===== src/rtl/conv_pkg.sv =====
// Shared types and constants for the serial receive deserializer family.
package conv_pkg;

   localparam int C4_PERIOD_NS  = 244;
   localparam int DEF_NBITS     = 32;
   localparam int DEF_START_DLY = 2;
   localparam int DEF_BIT_CYC   = 2;

   typedef enum logic [1:0] {
      ST_IDLE  = 2'd0,
      ST_DELAY = 2'd1,
      ST_SHIFT = 2'd2,
      ST_DONE  = 2'd3
   } rx_state_t;

endpackage


===== src/rtl/f0_edge_det.sv =====
// Registers the active-low frame sync and flags its falling edge as a frame start.
module f0_edge_det (
   input  logic c4,
   input  logic reset_in_rg,
   input  logic f0,
   output logic frame_start
);

   logic f0_q, f0_d;
   logic armed_q, armed_d;

   // armed_q only rises once f0 is really sampled high, so a sync held low
   // through reset cannot fake an edge against the reset value of f0_q.
   always_comb begin
      f0_d    = f0;
      armed_d = armed_q | f0;
   end

   // NOTE: sequential state uses non-blocking assignments only, so every flop
   // samples the values computed before the edge regardless of block order.
   always_ff @(posedge c4) begin
      if (reset_in_rg) begin
         f0_q    <= 1'b1;
         armed_q <= 1'b0;
      end else begin
         f0_q    <= f0_d;
         armed_q <= armed_d;
      end
   end

   assign frame_start = armed_q & f0_q & ~f0;

endmodule


===== src/rtl/st_rx_deser.sv =====
// Frame-synchronised serial receiver: captures NBITS MSB-first bits per frame
// and hands completed words to the CPU through a level interrupt.
module st_rx_deser
   import conv_pkg::*;
#(
   parameter int NBITS     = DEF_NBITS,
   parameter int START_DLY = DEF_START_DLY,
   parameter int BIT_CYC   = DEF_BIT_CYC
) (
   input  logic             c4,
   input  logic             reset_in_rg,
   input  logic             f0,
   input  logic             data_from_dt,
   input  logic             int_ack,
   output logic [NBITS-1:0] rx_word,
   output logic             cpu_int,
   output logic             clk_en_rx,
   output logic             overrun,
   output logic             frame_err
);

   localparam int BW = $clog2(NBITS);

   logic frame_start;

   f0_edge_det u_f0_edge_det (
      .c4          (c4),
      .reset_in_rg (reset_in_rg),
      .f0          (f0),
      .frame_start (frame_start)
   );

   rx_state_t        state_q, state_d;
   logic [3:0]       dly_cnt_q, dly_cnt_d;
   logic [3:0]       cyc_cnt_q, cyc_cnt_d;
   logic [BW-1:0]    bit_cnt_q, bit_cnt_d;
   logic [NBITS-1:0] sr_q, sr_d;
   logic [NBITS-1:0] rx_word_q, rx_word_d;
   logic             cpu_int_q, cpu_int_d;
   logic             clk_en_q, clk_en_d;
   logic             overrun_q, overrun_d;
   logic             frame_err_q, frame_err_d;
   logic             load;

   // NOTE: every always_comb output gets a default first so no path can
   // leave it unassigned and infer a latch.
   always_comb begin
      state_d     = state_q;
      dly_cnt_d   = dly_cnt_q;
      cyc_cnt_d   = cyc_cnt_q;
      bit_cnt_d   = bit_cnt_q;
      sr_d        = sr_q;
      rx_word_d   = rx_word_q;
      overrun_d   = overrun_q;
      frame_err_d = 1'b0;
      load        = 1'b0;

      if (frame_start) begin
         frame_err_d = (state_q != ST_IDLE);
         state_d     = ST_DELAY;
         dly_cnt_d   = 4'(START_DLY - 1);
         cyc_cnt_d   = '0;
         bit_cnt_d   = '0;
         sr_d        = '0;
      end else begin
         case (state_q)
            ST_DELAY: begin
               // Bit 0 is taken on the cycle the delay expires.
               if (dly_cnt_q == 4'd0) begin
                  sr_d      = {sr_q[NBITS-2:0], data_from_dt};
                  bit_cnt_d = BW'(1);
                  cyc_cnt_d = 4'(BIT_CYC - 1);
                  state_d   = ST_SHIFT;
               end else begin
                  dly_cnt_d = dly_cnt_q - 4'd1;
               end
            end
            ST_SHIFT: begin
               if (cyc_cnt_q == 4'd0) begin
                  sr_d      = {sr_q[NBITS-2:0], data_from_dt};
                  cyc_cnt_d = 4'(BIT_CYC - 1);
                  if (bit_cnt_q == BW'(NBITS - 1)) begin
                     bit_cnt_d = '0;
                     state_d   = ST_DONE;
                  end else begin
                     bit_cnt_d = bit_cnt_q + BW'(1);
                  end
               end else begin
                  cyc_cnt_d = cyc_cnt_q - 4'd1;
               end
            end
            ST_DONE: begin
               load    = ~cpu_int_q | int_ack;
               state_d = ST_IDLE;
               if (load) rx_word_d = sr_q;
               else      overrun_d = 1'b1;
            end
            default: ;
         endcase
      end

      if (load)                       cpu_int_d = 1'b1;
      else if (int_ack && cpu_int_q)  cpu_int_d = 1'b0;
      else                            cpu_int_d = cpu_int_q;

      if (int_ack && cpu_int_q) overrun_d = 1'b0;

      clk_en_d = (state_d != ST_IDLE);
   end

   always_ff @(posedge c4) begin
      if (reset_in_rg) begin
         state_q     <= ST_IDLE;
         dly_cnt_q   <= '0;
         cyc_cnt_q   <= '0;
         bit_cnt_q   <= '0;
         sr_q        <= '0;
         rx_word_q   <= '0;
         cpu_int_q   <= 1'b0;
         clk_en_q    <= 1'b0;
         overrun_q   <= 1'b0;
         frame_err_q <= 1'b0;
      end else begin
         state_q     <= state_d;
         dly_cnt_q   <= dly_cnt_d;
         cyc_cnt_q   <= cyc_cnt_d;
         bit_cnt_q   <= bit_cnt_d;
         sr_q        <= sr_d;
         rx_word_q   <= rx_word_d;
         cpu_int_q   <= cpu_int_d;
         clk_en_q    <= clk_en_d;
         overrun_q   <= overrun_d;
         frame_err_q <= frame_err_d;
      end
   end

   assign rx_word   = rx_word_q;
   assign cpu_int   = cpu_int_q;
   assign clk_en_rx = clk_en_q;
   assign overrun   = overrun_q;
   assign frame_err = frame_err_q;

endmodule

===== config.mk =====
export PLATFORM = sky130hd
export DESIGN_NAME = st_rx_deser
export DESIGN_NICKNAME = d
export VERILOG_FILES = /design/src/rtl/conv_pkg.sv /design/src/rtl/f0_edge_det.sv /design/src/rtl/st_rx_deser.sv
export SDC_FILE = /design/constraint.sdc
export NUM_CORES = 1
export LEC_CHECK = 0
export CAP_MARGIN = 5
export CELL_PAD_IN_SITES_DETAIL_PLACEMENT = 0
export CELL_PAD_IN_SITES_GLOBAL_PLACEMENT = 2
export CORE_MARGIN = 10
export CORE_UTILIZATION = 31
export DETAILED_ROUTE_END_ITERATION = 16
export GPL_TIMING_DRIVEN = 0
export PLACE_DENSITY_LB_ADDON = 0.1
export SYNTH_ARGS = -nofsm -noshare
export SYNTH_HDL_FRONTEND = slang
export SYNTH_SLANG_ARGS = --single-unit
export TNS_END_PERCENT = 1

===== constraint.sdc =====
create_clock -name c4 -period 1.6 [get_ports c4]
set_input_delay 0.48 -clock c4 [delete_from_list [all_inputs] [get_ports c4]]
set_output_delay 0.48 -clock c4 [all_outputs]
set_load 0.03 [all_outputs]

==> flow_metrics.tcl, run 1 <==
# flow metrics
set metrics [dict create \
    status "complete, but fails checks" \
    violations "setup timing" \
    dieWidth_um 126 \
    period_needed_ns 1.62 \
    p_leak_nw 1.51 \
    cts_tree "yes" \
    dp_slack_ns -0.599 \
    ctsHoldBuffers 0 \
    clkLatencyLatePin_ns 0.36 \
    startpoint "cyc_cnt_q[0]" \
    fillers 1130 \
    power_mw 3.82 \
    core_area_um2 10900 \
    critPathTopFamily "simple AND/OR/NAND/NOR gates" \
    cp_num_cells 8 \
    busiest_layer "met2" \
    crit_end "sr_q[18]" \
    drt-met1-wl_um 3990 \
    fp_util 0.317 \
    slew_violations 0 \
    numPortBuffers 40 \
    layout_setup_ws_ns -0.0230 \
    syn_inst 351 \
    wl_met2_um 3440 \
    clock_skew_ns 0.0164 \
    drv_cap 0 \
    drc_errors 0 \
    fmax_ghz 0.616 \
    layout_worst_path_cycle_share 1.01 \
    worst_pin_slew_ns 0.545 \
    clock-sinks 85 \
    finalNonFillerCells 556 \
    worstReg2RegEnd "sr_q[18]" \
    reg2reg_slack_ns -0.02 \
    dr.max_layer_used "met4" \
    synthArstFlopShare 0 \
    syn_nets 360 \
    synth_area_um2 3450 \
    postCtsSetupRepairBufs 0 \
    numCtsBuffers 9 \
    critical_path_class "reg -> reg" \
    tns_ns -0.107 \
    cp.required_ns 1.89 \
    flop_area_um2 1710 \
    tool_warnings 28 \
    syn2layout_area_growth_pct 27.2 \
    synth-edff-count 0 \
    critPathSlowestCell "nor3b_4" \
    antenna_found_initial 0 \
    min_from "int_ack" \
    rr_worst_depth 8 \
    yosys_most_used_dff "dfxtp_1" \
    critical_path.max_fanout 11 \
    hold_path_end "overrun" \
    grt_first_pass_wirelength_um 12900 \
    clkTransAtPathRegs_ns 0.09 \
    wire_per_inst_um 14.2 \
    dp_hpwl_um 5360 \
    start_kind "flip-flop" \
    ant_nets 0 \
    num_rows 38 \
    io_pins 41 \
    post-route-util 0.403 \
    grt_setup_unrepaired "yes" \
    dr_wl_met3_um 355 \
    placedCellCount 531 \
    nets 420 \
    clk_path_buf_depth 2 \
    endpoint_kind "flip-flop" \
    finalHoldViolations 0 \
    ys_area_um2 3450 \
    reg2reg_from "cyc_cnt_q[0]" \
    cts_resized 74 \
    n_antenna_cell 0 \
    grt.overflow.total 0 \
    grt_pass1_vias 2459 \
    htree_levels 3 \
    peakVddDrop_mv 0.361 \
    drive_gt1_frac 0.337 \
    logic_area_um2 1590 \
    numSynthFlops 85 \
    ys_cells 351 \
    setup_violations 11 \
    power_density_nw_per_um2 871 \
    cts_root_buffer "clkbuf_8" \
    chip_area_um2 15800 \
    max_slew_margin 0.637 \
]
[run 1: cells in the final DEF, fill, tap and decap left out, types with 2 or more instances in the layout]
master / netlist / routed
a211oi_1: 3 / 3
a21oi_1: 12 / 11
a21oi_2: 30 / 31
a31oi_1: 2 / 2
buf_12: 3 / 7
buf_2: 5 / 2
buf_4: 0 / 9
buf_6: 9 / 4
clkbuf_1: 5 / 5
clkbuf_16: 0 / 4
clkbuf_2: 0 / 15
clkbuf_8: 0 / 9
clkdlybuf4s15_1: 0 / 16
clkdlybuf4s15_2: 0 / 3
clkdlybuf4s50_1: 0 / 2
clkinv_2: 0 / 2
clkinv_4: 0 / 2
clkinvlp_4: 0 / 2
dfxtp_1: 85 / 81
dfxtp_2: 0 / 4
dlymetal6s2s_1: 0 / 2
ha_2: 0 / 2
inv_1: 5 / 3
inv_2: 0 / 2
mux2i_1: 32 / 30
mux2i_2: 0 / 2
nand2_1: 46 / 40
nand2_2: 20 / 26
nand2b_1: 4 / 3
nand3_1: 8 / 8
nand4b_1: 2 / 2
nor2_1: 47 / 47
nor3_1: 7 / 7
nor3b_4: 1 / 2
o21ai_0: 5 / 4
xor2_1: 2 / 2
[run 1: kinds of logic (layout without fill, tap and decap cells)]
group / after synthesis / in the layout / synth area share
flip-flops: 85 / 85 / 0.493
XOR/XNOR: 3 / 3 / 0.00762
buffers and inverters: 27 / 92 / 0.0649
adder cells (fa/ha/maj): 4 / 4 / 0.0145
multiplexers: 32 / 32 / 0.0928
AND/OR/NAND/NOR: 145 / 145 / 0.202
AND-OR/OR-AND: 55 / 55 / 0.125
[run 1: sequential cells by signal (all words and copies together), names as in the netlist]
signal	count
dly_cnt_q	4
bit_cnt_q	5
u_f0_edge_det.f0_q	1
cpu_int	1
sr_q	32
u_f0_edge_det.armed_q	1
clk_en_rx	1
frame_err	1
cyc_cnt_q	4
state_q	2
overrun	1
rx_word	32
[run 1: synthesized netlist by cell type (3+ instances only)]
| master | instances | area share |
|---|---|---|
| a21oi_2 | 30 | 0.076 |
| inv_1 | 5 | 0.0054 |
| buf_6 | 9 | 0.029 |
| nor3_1 | 7 | 0.010 |
| clkbuf_1 | 5 | 0.0054 |
| nand3_1 | 8 | 0.012 |
| o21ai_0 | 5 | 0.0073 |
| a211oi_1 | 3 | 0.0065 |
| a21oi_1 | 12 | 0.017 |
| buf_2 | 5 | 0.0073 |
| dfxtp_1 | 85 | 0.49 |
| nand2_1 | 46 | 0.050 |
| buf_12 | 3 | 0.017 |
| nand2b_1 | 4 | 0.0073 |
| mux2i_1 | 32 | 0.093 |
| nor2_1 | 47 | 0.051 |
| ha_1 | 4 | 0.015 |
| nand2_2 | 20 | 0.036 |
[run 1: cell type report]
cell class	count	share of cell area
Buffer	22	0.0579
Inverter	5	0.00428
Clock inverter	7	0.0117
Clock buffer	9	0.0282
Multi-Input combinational cell	239	0.363
Sequential cell	85	0.389
Tap cell	140	0.0399
Timing Repair Buffer	49	0.106
[run 1: power by group]
group          switching [mW]  internal [mW]
Clock                   0.827          0.569
Sequential             0.0141           2.13
Combinational           0.169          0.115
Total                    1.01           2.81
==> run_1/m1.png <==
Scale: 3 px per µm. Cells faint in the background.
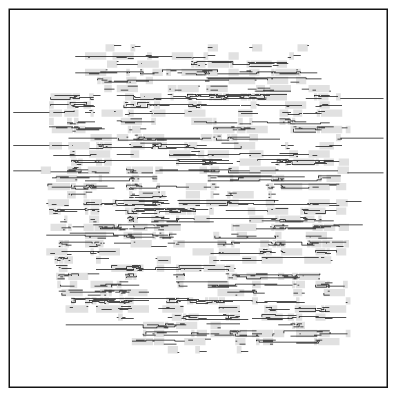
nets with wire on the layer: 386
share of all routed wire: 50%
main direction: horizontal
wire length on this layer: 3990 µm
final WL: 7910 µm
vias after detailed routing: 2508
GR Util met1: 0.128

==> run_1/m2.png <==
Scale: 4 px per µm.
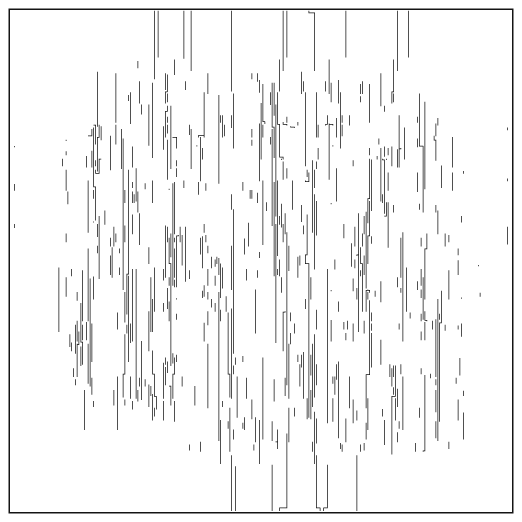
main direction: vertical
wire length on this layer: 3440 µm
M2 GR Usage: 0.144

==> run_1/m3.png <==
Scale: 2 px per µm. Cells faint in the background.
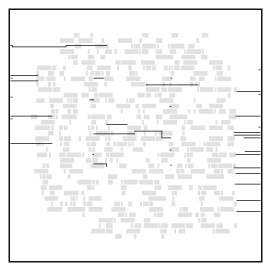
nets with wire on the layer: 25
wire length on this layer: 355 µm
longest straight run: 26.9 µm
main direction: horizontal
met3 GRT Util: 0.0304

## Run 2: what changed since run 1
--- a/config.mk
+++ b/config.mk
@@ -13,6 +13,7 @@
 export DETAILED_ROUTE_END_ITERATION = 16
 export GPL_TIMING_DRIVEN = 0
 export PLACE_DENSITY_LB_ADDON = 0.1
+export SLEW_MARGIN = 25
 export SYNTH_ARGS = -nofsm -noshare
 export SYNTH_HDL_FRONTEND = slang
 export SYNTH_SLANG_ARGS = --single-unit
==> run_2/m3.png <==
Scale: 2 px per µm. Cells faint in the background.
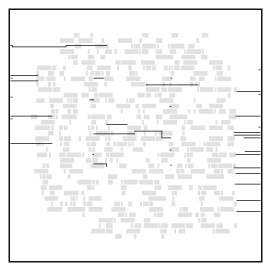
wire length on this layer: 355 µm
share of all routed wire: 4.5%

==> run 2 against run 1 <==
  * The run still ends with setup timing left
  * Sequential power is essentially flat
  * Clock power is essentially flat
  * Critical path depth is the same
  * Critical path type unchanged
  * Critical endpoint unchanged
  * Largest cell class unchanged
==> flow_metrics.tcl, run 2 <==
# flow metrics
set metrics [dict create \
    status "complete, but fails checks" \
    violations "setup timing" \
    hold_path_end "overrun" \
    critical_path_class "reg -> reg" \
    drc_errors 0 \
    htree_levels 3 \
    io_pins 41 \
    synth_area_um2 3450 \
    wire_per_inst_um 14.2 \
    cts_tree "yes" \
    drv_cap 0 \
    dp_hpwl_um 5360 \
    power_mw 3.82 \
    critPathSlowestCell "nor3b_4" \
    numCtsBuffers 9 \
    vias 2508 \
    grt_pass1_vias 2459 \
    clkPwrFrac 0.365 \
    synth_top_cell_by_area "dfxtp_1" \
    drive_gt1_frac 0.337 \
    clkTransAtPathRegs_ns 0.09 \
    fp_util 0.317 \
    clock_skew_ns 0.0164 \
    period_needed_ns 1.62 \
    syn_nets 360 \
    clock-sinks 85 \
    critPathTopFamily "simple AND/OR/NAND/NOR gates" \
    core_area_um2 10900 \
    min_from "int_ack" \
    worstReg2RegEnd "sr_q[18]" \
    seqPwrFrac 0.560 \
    antenna_found_initial 0 \
    max_slew_margin 0.637 \
    synthArstFlopShare 0 \
    chip_area_um2 15800 \
    switching_share 0.264 \
    slew_violations 0 \
    ant_nets 0 \
    fmax_ghz 0.616 \
    clkLatencyLatePin_ns 0.36 \
    p_comb_frac 0.074 \
    reg2reg_slack_ns -0.02 \
    flop_area_um2 1710 \
    drt-total-wl_um 7910 \
    setup_violations 11 \
    grt.overflow.total 0 \
    most-common-layout-cells "81 x dfxtp_1, 47 x nor2_1, 40 x nand2_1" \
    numSynthFlops 85 \
    layout_setup_ws_ns -0.0230 \
    endpoint_kind "flip-flop" \
    ys_area_um2 3450 \
    syn_inst 351 \
    dieWidth_um 126 \
    top_cell "dfxtp_1" \
    reg2reg_from "cyc_cnt_q[0]" \
    layout_worst_path_cycle_share 1.01 \
    peakVddDrop_mv 0.361 \
    start_kind "flip-flop" \
    nets 420 \
    n_antenna_cell 0 \
    ys_top_cells_by_area "dfxtp_1 49%, mux2i_1 9.3%, a21oi_2 7.6%" \
    syn2layout_area_growth_pct 27.2 \
    internal_power_mw 2.81 \
    worst_pin_slew_ns 0.545 \
    ys_cells 351 \
]
==> run_2/m4.png <==
Scale: 2 px per µm. Cells faint in the background.
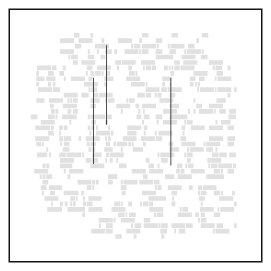
nets with wire on the layer: 2
main direction: vertical
wire length on this layer: 126 µm
longest straight run: 43.5 µm
share of all routed wire: 1.6%

-- run 2: cell counts after synthesis --
No cell type changed its count.
-- run 2: routing by layer --
| metal | part of all wire | GRT usage | wire [µm] | vias up |
|---|---|---|---|---|
| met3 | 0.045 | 0.0304 | 355 | 12 |
| met5 | 0 | 0 | 0 | - |
| met2 | 0.44 | 0.144 | 3440 | 36 |
| met4 | 0.016 | 0.0407 | 125 | 0 |
| li1 | - | - | - | 1297 |
| met1 | 0.50 | 0.128 | 3990 | 1163 |
-- run 2: repair_timing --
item                                   in CTS  in global routing
buffers inserted                            0                  5
endpoints found under the hold margin       0                  0
pin swaps                                   6                 18
hold buffers                                0                  0
setup endpoints to repair                 107                 97
gates resized                              74                 57
gates cloned                                0                  4
-- run 2: logic make-up (layout without fill, tap and decap cells) --
logic type      Yosys count  after routing  share of synthesized area
mux                      32             32                     0.0928
compound gates           55             55                      0.125
flops                    85             85                      0.493
simple gates            145            145                      0.202
buf+inv                  27             92                     0.0649
xor+xnor                  3              3                    0.00762
fa+ha+maj                 4              4                     0.0145
-- run 2: how the worst max path moves through the flow --
stage	end	startpoint	slack, ns
floorplan	rx_word[0]	f0	0.07
global placement	cyc_cnt_q[3]	f0	-0.57
detailed placement	cyc_cnt_q[3]	f0	-0.60
CTS	rx_word[29]	f0	-0.14
global route	sr_q[12]	cyc_cnt_q[0]	-0.13
finish	sr_q[18]	cyc_cnt_q[0]	-0.02
-- run 2: area by class of cell --
type / count / share of cell area
plain buffers: 22 / 0.0579
multi-input cells: 239 / 0.363
clock buffers: 9 / 0.0282
inverters: 5 / 0.00428
clock inverters: 7 / 0.0117
well taps: 140 / 0.0399
repair buffers: 49 / 0.106
flip-flops and latches: 85 / 0.389
-- run 2: worst reg2reg max path, cell delays in order (launching register included) --
cell and delay (ns):
dfxtp_2 0.33, inv_2 0.07, ha_4 0.13, nor3b_4 0.34
a22o_4 0.21, buf_12 0.14, clkbuf_16 0.16, nand2_2 0.05
a21oi_2 0.12
-- run 2: per-stage QoR --
| step | hold slack, ns | setup TNS (ns) | area, µm² | setup WS, ns | instances |
|---|---|---|---|---|---|
| 2_1_floorplan | 0.436 | 0 | 3450 | 0.0733 | 351 |
| 3_3_place_gp | 0.449 | -39.30 | 4030 | -0.568 | 531 |
| 3_5_place_dp | 0.452 | -39.96 | 4030 | -0.599 | 531 |
| 4_1_cts | 0.465 | -4.12 | 4230 | -0.135 | 547 |
| 5_1_grt | 0.368 | -2.89 | 4390 | -0.128 | 556 |
| 6_report | 0.351 | -0.107 | 4390 | -0.0230 | 556 |
-- run 2: power by group through the flow --
stage,Combinational [mW],Clock [mW],Sequential (mW)
3_5_place_dp,0.257,0,2.19
4_1_cts,0.269,1.46,2.14
2_1_floorplan,0.181,0,2.19
3_3_place_gp,0.257,0,2.19
6_report,0.284,1.40,2.14
5_1_grt,0.311,1.55,2.15
Power figures rest on the tool's default switching activity, not on a simulated workload.
